### src/rtl/seq_div.sv
// seq_div: iterative restoring integer divider (RV64M DIV/DIVU/REM/REMU).
//   Produces one quotient bit per cycle, MSB first. Signed operands are divided as
//   magnitudes, and the signs are applied in a one-cycle FIX state.
//   Divide-by-zero and signed overflow resolve immediately with RISC-V results.
// Ports:
//   clk, rst_n              clock, async active-low reset
//   in_valid/in_ready       operand handshake (in_ready only while IDLE)
//   is_signed               1: DIV/REM, 0: DIVU/REMU
//   dividend, divisor       operands, sampled on the accept cycle only
//   kill                    synchronous abort back to IDLE, drops any result
//   out_valid/out_ready     result handshake, result held until consumed
//   quotient, remainder     result registers
module seq_div #(
    parameter int div_size = 8
) (
    input  logic                clk,
    input  logic                rst_n,
    input  logic                in_valid,
    output logic                in_ready,
    input  logic                is_signed,
    input  logic [div_size-1:0] dividend,
    input  logic [div_size-1:0] divisor,
    input  logic                kill,
    output logic                out_valid,
    input  logic                out_ready,
    output logic [div_size-1:0] quotient,
    output logic [div_size-1:0] remainder
);
    localparam int CW = (div_size > 1) ? $clog2(div_size) : 1;
    localparam logic [div_size-1:0] ONE = {{(div_size-1){1'b0}}, 1'b1};
    localparam logic [div_size-1:0] MIN = {1'b1, {(div_size-1){1'b0}}};

    typedef enum logic [1:0] {IDLE, CALC, FIX, DONE} state_t;

    state_t              state;
    logic [CW-1:0]       cnt;
    logic [div_size-1:0] dvd;   // dividend magnitude shifting out, quotient shifting in
    logic [div_size-1:0] dsr;   // divisor magnitude
    logic [div_size-1:0] rem;   // partial remainder, always < dsr between steps
    logic                neg_q;
    logic                neg_r;

    logic [div_size:0]   rem_sh;
    logic [div_size:0]   diff;
    logic                ge;
    logic [div_size-1:0] a_mag, b_mag, q_fix, r_fix;
    logic                unused_diff_msb;

    always_comb begin
        // Trial remainder is one bit wider than the operands so the compare never wraps.
        rem_sh = {rem, dvd[div_size-1]};
        ge     = rem_sh >= {1'b0, dsr};
        diff   = rem_sh - {1'b0, dsr};
        a_mag  = (is_signed && dividend[div_size-1]) ? (~dividend + ONE) : dividend;
        b_mag  = (is_signed && divisor[div_size-1])  ? (~divisor + ONE)  : divisor;
        q_fix  = neg_q ? (~dvd + ONE) : dvd;
        r_fix  = neg_r ? (~rem + ONE) : rem;
    end

    // After a successful subtract the difference is below the divisor, so its MSB is always 0.
    assign unused_diff_msb = diff[div_size];

    always_ff @(posedge clk or negedge rst_n) begin
        if (!rst_n) begin
            state     <= IDLE;
            in_ready  <= 1'b1;
            out_valid <= 1'b0;
            quotient  <= '0;
            remainder <= '0;
            cnt       <= '0;
            dvd       <= '0;
            dsr       <= '0;
            rem       <= '0;
            neg_q     <= 1'b0;
            neg_r     <= 1'b0;
        end else if (kill) begin
            // Result registers intentionally keep stale values; only the handshake is cleared.
            state     <= IDLE;
            in_ready  <= 1'b1;
            out_valid <= 1'b0;
            cnt       <= '0;
        end else begin
            case (state)
                IDLE: begin
                    if (in_valid) begin
                        in_ready <= 1'b0;
                        neg_q    <= is_signed & (dividend[div_size-1] ^ divisor[div_size-1]);
                        neg_r    <= is_signed & dividend[div_size-1];
                        if (divisor == '0) begin
                            quotient  <= '1;
                            remainder <= dividend;
                            out_valid <= 1'b1;
                            state     <= DONE;
                        end else if (is_signed && dividend == MIN && divisor == '1) begin
                            quotient  <= dividend;
                            remainder <= '0;
                            out_valid <= 1'b1;
                            state     <= DONE;
                        end else begin
                            dvd   <= a_mag;
                            dsr   <= b_mag;
                            rem   <= '0;
                            cnt   <= CW'(div_size - 1);
                            state <= CALC;
                        end
                    end
                end
                CALC: begin
                    rem <= ge ? diff[div_size-1:0] : rem_sh[div_size-1:0];
                    dvd <= {dvd[div_size-2:0], ge};
                    cnt <= cnt - 1'b1;
                    if (cnt == '0)
                        state <= FIX;
                end
                FIX: begin
                    quotient  <= q_fix;
                    remainder <= r_fix;
                    out_valid <= 1'b1;
                    state     <= DONE;
                end
                DONE: begin
                    if (out_ready) begin
                        out_valid <= 1'b0;
                        in_ready  <= 1'b1;
                        state     <= IDLE;
                    end
                end
                default: state <= IDLE;
            endcase
        end
    end
endmodule

### config.mk
export PLATFORM = sky130hd
export DESIGN_NAME = seq_div
export DESIGN_NICKNAME = d
export VERILOG_FILES = /design/src/rtl/seq_div.sv
export SDC_FILE = /design/constraint.sdc
export NUM_CORES = 1
export LEC_CHECK = 0
export CAP_MARGIN = 40
export CORE_ASPECT_RATIO = 0.9
export CORE_MARGIN = 1
export CORE_UTILIZATION = 41
export CTS_CLUSTER_DIAMETER = 50
export CTS_CLUSTER_SIZE = 25
export DETAILED_ROUTE_END_ITERATION = 10
export GPL_ROUTABILITY_DRIVEN = 0
export HOLD_SLACK_MARGIN = 0.08
export PLACE_DENSITY = 0.68
export SKIP_CTS_REPAIR_TIMING = 1
export SLEW_MARGIN = 20
export SYNTH_ARGS = -nofsm -noshare
export SYNTH_HDL_FRONTEND = slang
export SYNTH_SLANG_ARGS = --single-unit
export TNS_END_PERCENT = 100
### constraint.sdc
create_clock -name clk -period 2 [get_ports clk]
set_input_delay 0.2 -clock clk [delete_from_list [all_inputs] [get_ports clk]]
set_output_delay 0.2 -clock clk [all_outputs]
set_load 0.02 [all_outputs]
==> run_1/power_grid.png <==
Scale: 4 px per um. Pins as bars on the die edge.
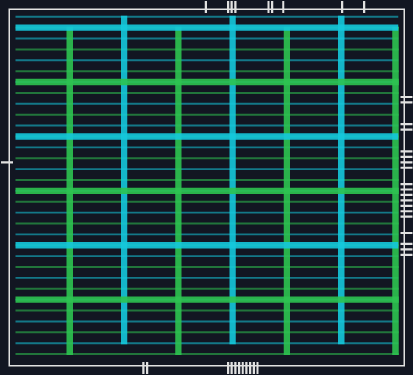
Key: green = VSS; cyan = VDD
The core has 31 rows. 32 met1 rails follow the rows.

==> run_1/placement_by_type.png <==
Scale: 3 px per um. Fill, decap, tap and diode cells in gray.
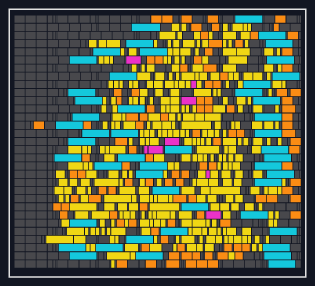
Key: orange = other buffers and delay cells [cells 109, share of their area 21%]; magenta = clock drivers and dummy loads [cells 8, share of their area 1.8%]; cyan = flops [cells 49, share of their area 27%]; yellow = combinational and other logic [cells 327, share of their area 51%]

==> reports/metrics.cfg, run 1 <==
[synth]
fp_nets = 436
yosysSeqAreaShare = 0.358
syn_area_per_cell_um2 = 8.70
netlist_area_um2 = 3430
syn_inst = 394
async_flop_share = 1.00
yosysChipArea_um2 = 3430
synth.distinct_cells = 55

[run]
max_cap_viol_count = 0
warnings = 32

[place]
portBuffers = 39
hpwl_mm = 7.14

[die]
fp_util = 0.425
core_area_um2 = 8070
die_w_um = 98.4
die_h_um = 88.7
dieArea_um2 = 8730
io_pins = 40

[power]
p_leak_uw = 0.00218
peakVddDrop_mv = 0.486
power_density_nw_per_um2 = 1410

[global_route]
grtUsageTotal = 0.221
antenna_found_initial = 0
grt_pass1_vias = 3040
grt_max_degree = 33
grt_first_pass_wirelength_mm = 15.0

[drt]
drtIter0Drc = 179
drc = 2
routedWlPerCell_um = 16.1
firstDrtPassIters = 10
viasPerCell = 5.45

[outcome]
violations = design-rule violations
outcome = complete, but fails checks

[clocking]
cts-buffers-inserted = 5
clock_latency_ps = 310
htreeDepth = 2

[worst_setup_path]
rr_worst_depth = 8
arrival_ps = 2190
path_max_fanout = 6
cpMaxStageDelayCell = dfrtp_1
timing.rr.end = rem[3]
worst_setup_path_end_kind = register

[sta]
hold_viol_final = 0
post-route-period-util = 0.995
max_slew_margin = 0.636
fmax_ghz = 0.503
final.setup.worst_slack_ps = 10.4
period_needed_ps = 1990

[min_path]
hold_start = divisor[0]
min_to = dsr[0]
whs_path_depth = 2
hold_path_class = input port to register

[finish]
mostFrequentLayoutCell = buf_4
postLayoutCoreUtil = 0.579
final_cell_mix = buf_4, nand2_1, dfrtp_1, clkdlybuf4s50_1, o21ai_0
diodes = 0

==> run_1/clk_routes.png <==
Scale: 6 px per um.
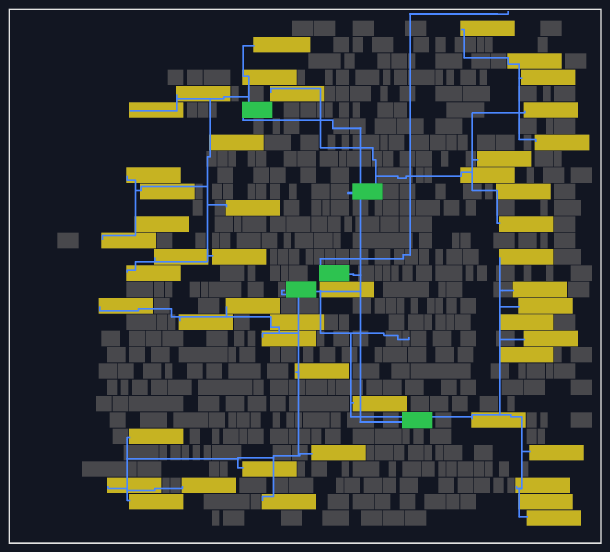
Key: yellow = flip-flops [count 49]; blue = clock wires [length 677 um]; green = clock drivers [count 5]
There are 6 routed clock nets. Position of the flops: widely spread.

-- run 1: worst max path at each step --
stage / cells past startpoint / slack [ps] / start / endpoint
3_5_place_dp: 11 / -560 / divisor[0] / rem[3]
3_3_place_gp: 12 / -430 / divisor[0] / cnt[2]
6_report: 8 / 10 / rem[2] / rem[3]
2_1_floorplan: 7 / -40 / rem[0] / rem[0]
4_1_cts: 11 / -240 / divisor[0] / rem[3]
5_1_grt: 8 / -60 / rem[2] / rem[1]
-- run 1: critical path: cells and delay by family, from the launching register on --
kind            cells  cell delay, ps
mux                 1             210
fa+ha+maj           1             240
buf+inv             1             180
flops               1             430
compound gates      5             790
-- run 1: kinds of logic (layout without fill, tap and decap cells) --
kind of cell             count (synthesis)  count (layout)  share of synthesized area
multiplexers                            14              14                     0.0424
buffers and inverters                   49             147                     0.0632
AND-OR/OR-AND                          118             119                      0.229
XOR/XNOR                                27              27                     0.0690
AND/OR/NAND/NOR                        117             117                      0.164
flip-flops                              49              49                      0.358
adder cells (fa/ha/maj)                 20              20                     0.0752
-- run 1: synth_stat cells, types with 2 or more instances --
cell      number  area (um^2)
o21bai_1       2         15.0
a22oi_1        8         60.1
or3_1          5         31.3
o41ai_1        2         17.5
buf_1          2         7.51
clkbuf_1       8         30.0
nand3_1        6         30.0
nand2_1       58          218
a21o_1         6         45.0
nor2b_1        3         18.8
nand4_1        2         12.5
o21ai_2       15          131
nand2b_1       2         12.5
buf_2          6         30.0
and3_1         3         18.8
mux2_2         4         45.0
a31oi_1        3         18.8
mux2i_1       10          100
a21oi_1       24          120
xnor2_1       19          166
xor2_1         8         70.1
buf_6          2         22.5
o31ai_1        7         52.6
inv_1         30          113
or2_2          2         12.5
nor3_1         4         20.0
ha_1          19          238
a211oi_1       2         15.0
o21ai_1        4         20.0
o21ai_0       35          175
nor2_1        22         82.6
dfrtp_1       48         1200
-- run 1: metrics by stage --
step / total power [uW] / cell area, um^2 / setup TNS [ps] / instances
after floorplan: 4110 / 3450 / -40.1 / 394
after global placement: 5290 / 4330 / -16560 / 576
after detailed placement: 5410 / 4330 / -20260 / 576
after CTS: 6000 / 4410 / -5780 / 584
after global routing: 7100 / 4670 / -347 / 592
final: 6590 / 4670 / 0 / 592
-- run 1: flip-flops by register name, summed over array words and instances, names as in the netlist, 2 cells and up --
| name | cells |
|---|---|
| rem | 8 |
| quotient | 8 |
| state | 2 |
| remainder | 8 |
| dsr | 8 |
| cnt | 3 |
| dvd | 8 |
-- run 1: final cells by class --
class,instances,area (um^2)
Clock buffer,7,76.3
Timing Repair Buffer,109,937
Clock inverter,1,5.00
Inverter,30,113
Sequential cell,49,1230
Tap cell,99,124
Fill cell,707,3400
Multi-Input combinational cell,297,2190
-- run 1: per-layer routing --
layer	wire [um]	vias up	track usage
met5	0	-	0
met2	4430	102	0.367
met1	4380	1533	0.300
li1	-	1565	-
met4	278	0	0.0746
met3	445	26	0.0308
-- run 1: report_power, final --
part	switching [uW]	leakage [uW]	internal (uW)	total, uW
clock	348	0.0000422	247	595
combinational	2220	0.00151	2100	4310
sequential	324	0.000635	1360	1680
total	2890	0.00218	3700	6590
==> run_1/placement.png <==
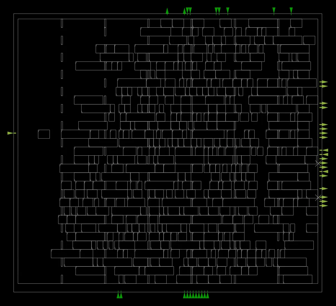

==> run 2: changes to the inputs <==
--- a/config.mk
+++ b/config.mk
@@ -7,7 +7,7 @@
 export LEC_CHECK = 0
 export CAP_MARGIN = 40
 export CORE_ASPECT_RATIO = 0.9
-export CORE_MARGIN = 1
+export CORE_MARGIN = 4
 export CORE_UTILIZATION = 41
 export CTS_CLUSTER_DIAMETER = 50
 export CTS_CLUSTER_SIZE = 25
==> run_2/placement.png <==
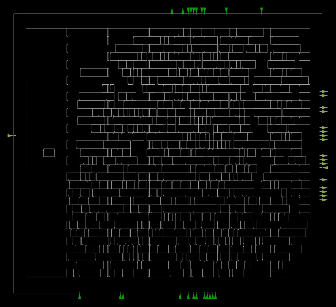
registers: 49
fraction of area in registers: 0.257
non-filler instance count after layout: 593

==> run_2/power_grid.png <==
Scale: 4 px per um. Pins as bars on the die edge.
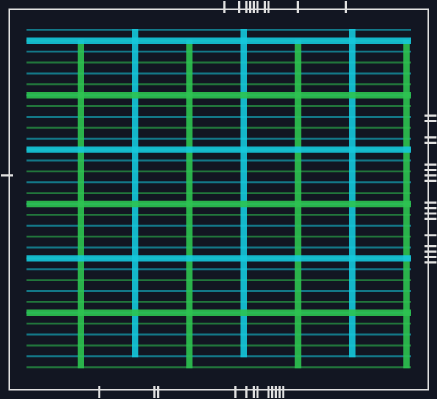
Key: cyan = VDD; green = VSS
7 straps on met4. 6 straps on met5.

==> run 2 against run 1 <==
The flow finishes with violations (negative setup slack). Setup slack lost 75 ps. Sequential share of layout area shrank 0.62 points. Wire length grew 1.1%. Critical endpoint is now rem[6]. Largest cell class unchanged. Largest power group unchanged.
==> reports/metrics.cfg, run 2 <==
[synth]
syn_area_per_cell_um2 = 8.70  ; unchanged
syn_inst = 394  ; unchanged
yosysSeqAreaShare = 0.358  ; unchanged
netlist_area_um2 = 3430  ; unchanged
top_area_frac = 0.350  ; unchanged
common_cells = nand2_1, dfrtp_1, o21ai_0  ; unchanged
largest_area_cell = dfrtp_1  ; unchanged
yosysChipArea_um2 = 3430  ; unchanged
yosys-top-cells-area = dfrtp_1, ha_1, nand2_1  ; unchanged

[finish]
diodes = 0  ; unchanged
final_cell_mix = buf_4, nand2_1, dfrtp_1, clkdlybuf4s50_1, o21ai_0  ; unchanged
logic_area_um2 = 2210  ; was 2190 um^2
fillers = 700  ; was 707
fin_area_um2 = 4780  ; was 4670 um^2
mostFrequentLayoutCell = buf_4  ; unchanged

[global_route]
grtUsageMet1 = 0.268  ; was 0.300
grt_first_pass_wirelength_mm = 15.3  ; was 15.0 mm
grtUsageTotal = 0.190  ; was 0.221
grtUsageMet2 = 0.311  ; was 0.367
grt_max_degree = 50  ; was 33
antenna_found_initial = 0  ; unchanged

[clocking]
clock_latency_ps = 310  ; about the same
cts-buffers-inserted = 5  ; unchanged

[drt]
drc = 0  ; was 2
drtIter0Drc = 223  ; was 179
viasPerCell = 5.36  ; was 5.45
firstDrtPassIters = 5  ; was 10

[die]
io_pins = 40  ; unchanged
die_h_um = 94.7  ; was 88.7 um
core_area_um2 = 8110  ; was 8070 um^2
die_w_um = 104  ; was 98.4 um
fp_util = 0.423  ; was 0.425
dieArea_um2 = 9890  ; was 8730 um^2

[worst_setup_path]
timing.rr.end = rem[6]  ; was rem[3]
path_max_fanout = 2  ; was 6
rr_worst_depth = 10  ; was 8
arrival_ps = 2300  ; was 2190 ps

[sta]
hold_viol_final = 0  ; unchanged
post-route-period-util = 1.03  ; was 0.995
period_needed_ps = 2060  ; was 1990 ps
fmax_ghz = 0.484  ; was 0.503 GHz
final.setup.worst_slack_ps = -64.7  ; was 10.4 ps
setup_viol = 4  ; was 0

[min_path]
min_to = dsr[0]  ; unchanged
whs_path_depth = 3  ; was 2
hold_start = divisor[0]  ; unchanged

[run]
warnings = 32  ; unchanged
max_cap_viol_count = 0  ; unchanged

[power]
power_density_nw_per_um2 = 1470  ; was 1410 nW/um^2
p_leak_uw = 0.00223  ; was 0.00218 uW
peakVddDrop_mv = 0.593  ; was 0.486 mV

[outcome]
violations = negative setup slack  ; was design-rule violations
outcome = complete, but fails checks  ; unchanged

[place]
hpwl_mm = 7.16  ; was 7.14 mm

[run 2: critical path: stages, from the launching register on]
cell,delay (ps)
dfrtp_1,400
inv_2,90
ha_4,160
inv_2,40
fa_2,410
a211oi_2,190
o21bai_1,120
a21oi_1,170
xnor2_1,160
mux2i_1,100
o21ai_1,140
[run 2: logic make-up after synthesis]
family	after synthesis	share of synthesized area
flip-flops	49	0.358
buffers and inverters	49	0.0632
AND-OR/OR-AND	118	0.229
XOR/XNOR	27	0.0690
adder cells (fa/ha/maj)	20	0.0752
AND/OR/NAND/NOR	117	0.164
multiplexers	14	0.0424
[run 2: worst max path at each step]
stage | start | to | cells after the start
final | dvd[7] | rem[6] | 10
after detailed placement | divisor[1] | dvd[2] | 12
after CTS | dvd[7] | rem[6] | 10
after floorplan | rem[0] | rem[0] | 7
after global placement | dividend[0] | remainder[4] | 9
after global routing | dvd[7] | rem[6] | 10
[run 2: power breakdown]
group / total [uW] / switching (uW) / internal (uW) / leakage, uW
sequential: 1660 / 301 / 1360 / 0.000635
combinational: 4540 / 2310 / 2230 / 0.00152
clock: 848 / 351 / 497 / 0.0000681
total: 7050 / 2960 / 4090 / 0.00223
[run 2: metal layers]
layer,wire length (um),part of all wire
met1,4410,0.46
met4,206,0.021
met3,395,0.041
met2,4620,0.48
met5,0,0
[run 2: stage by stage]
stage	std cells	power (uW)	setup TNS, ps	utilization
5_1_grt	593	7550	-568	0.590
2_1_floorplan	394	4110	-40.1	-
3_3_place_gp	578	5360	-17970	0.538
6_report	593	7050	-127	0.590
4_1_cts	586	6340	-5240	0.554
3_5_place_dp	578	5480	-19270	0.538
[run 2: layout make-up]
cell class	instances	share of cell area
multi-input cells	297	0.462
clock buffers	5	0.0144
inverters	30	0.0235
flip-flops and latches	49	0.257
clock inverters	3	0.0136
well taps	99	0.0259
repair buffers	110	0.204
Power is estimated from default activity; no workload was simulated.
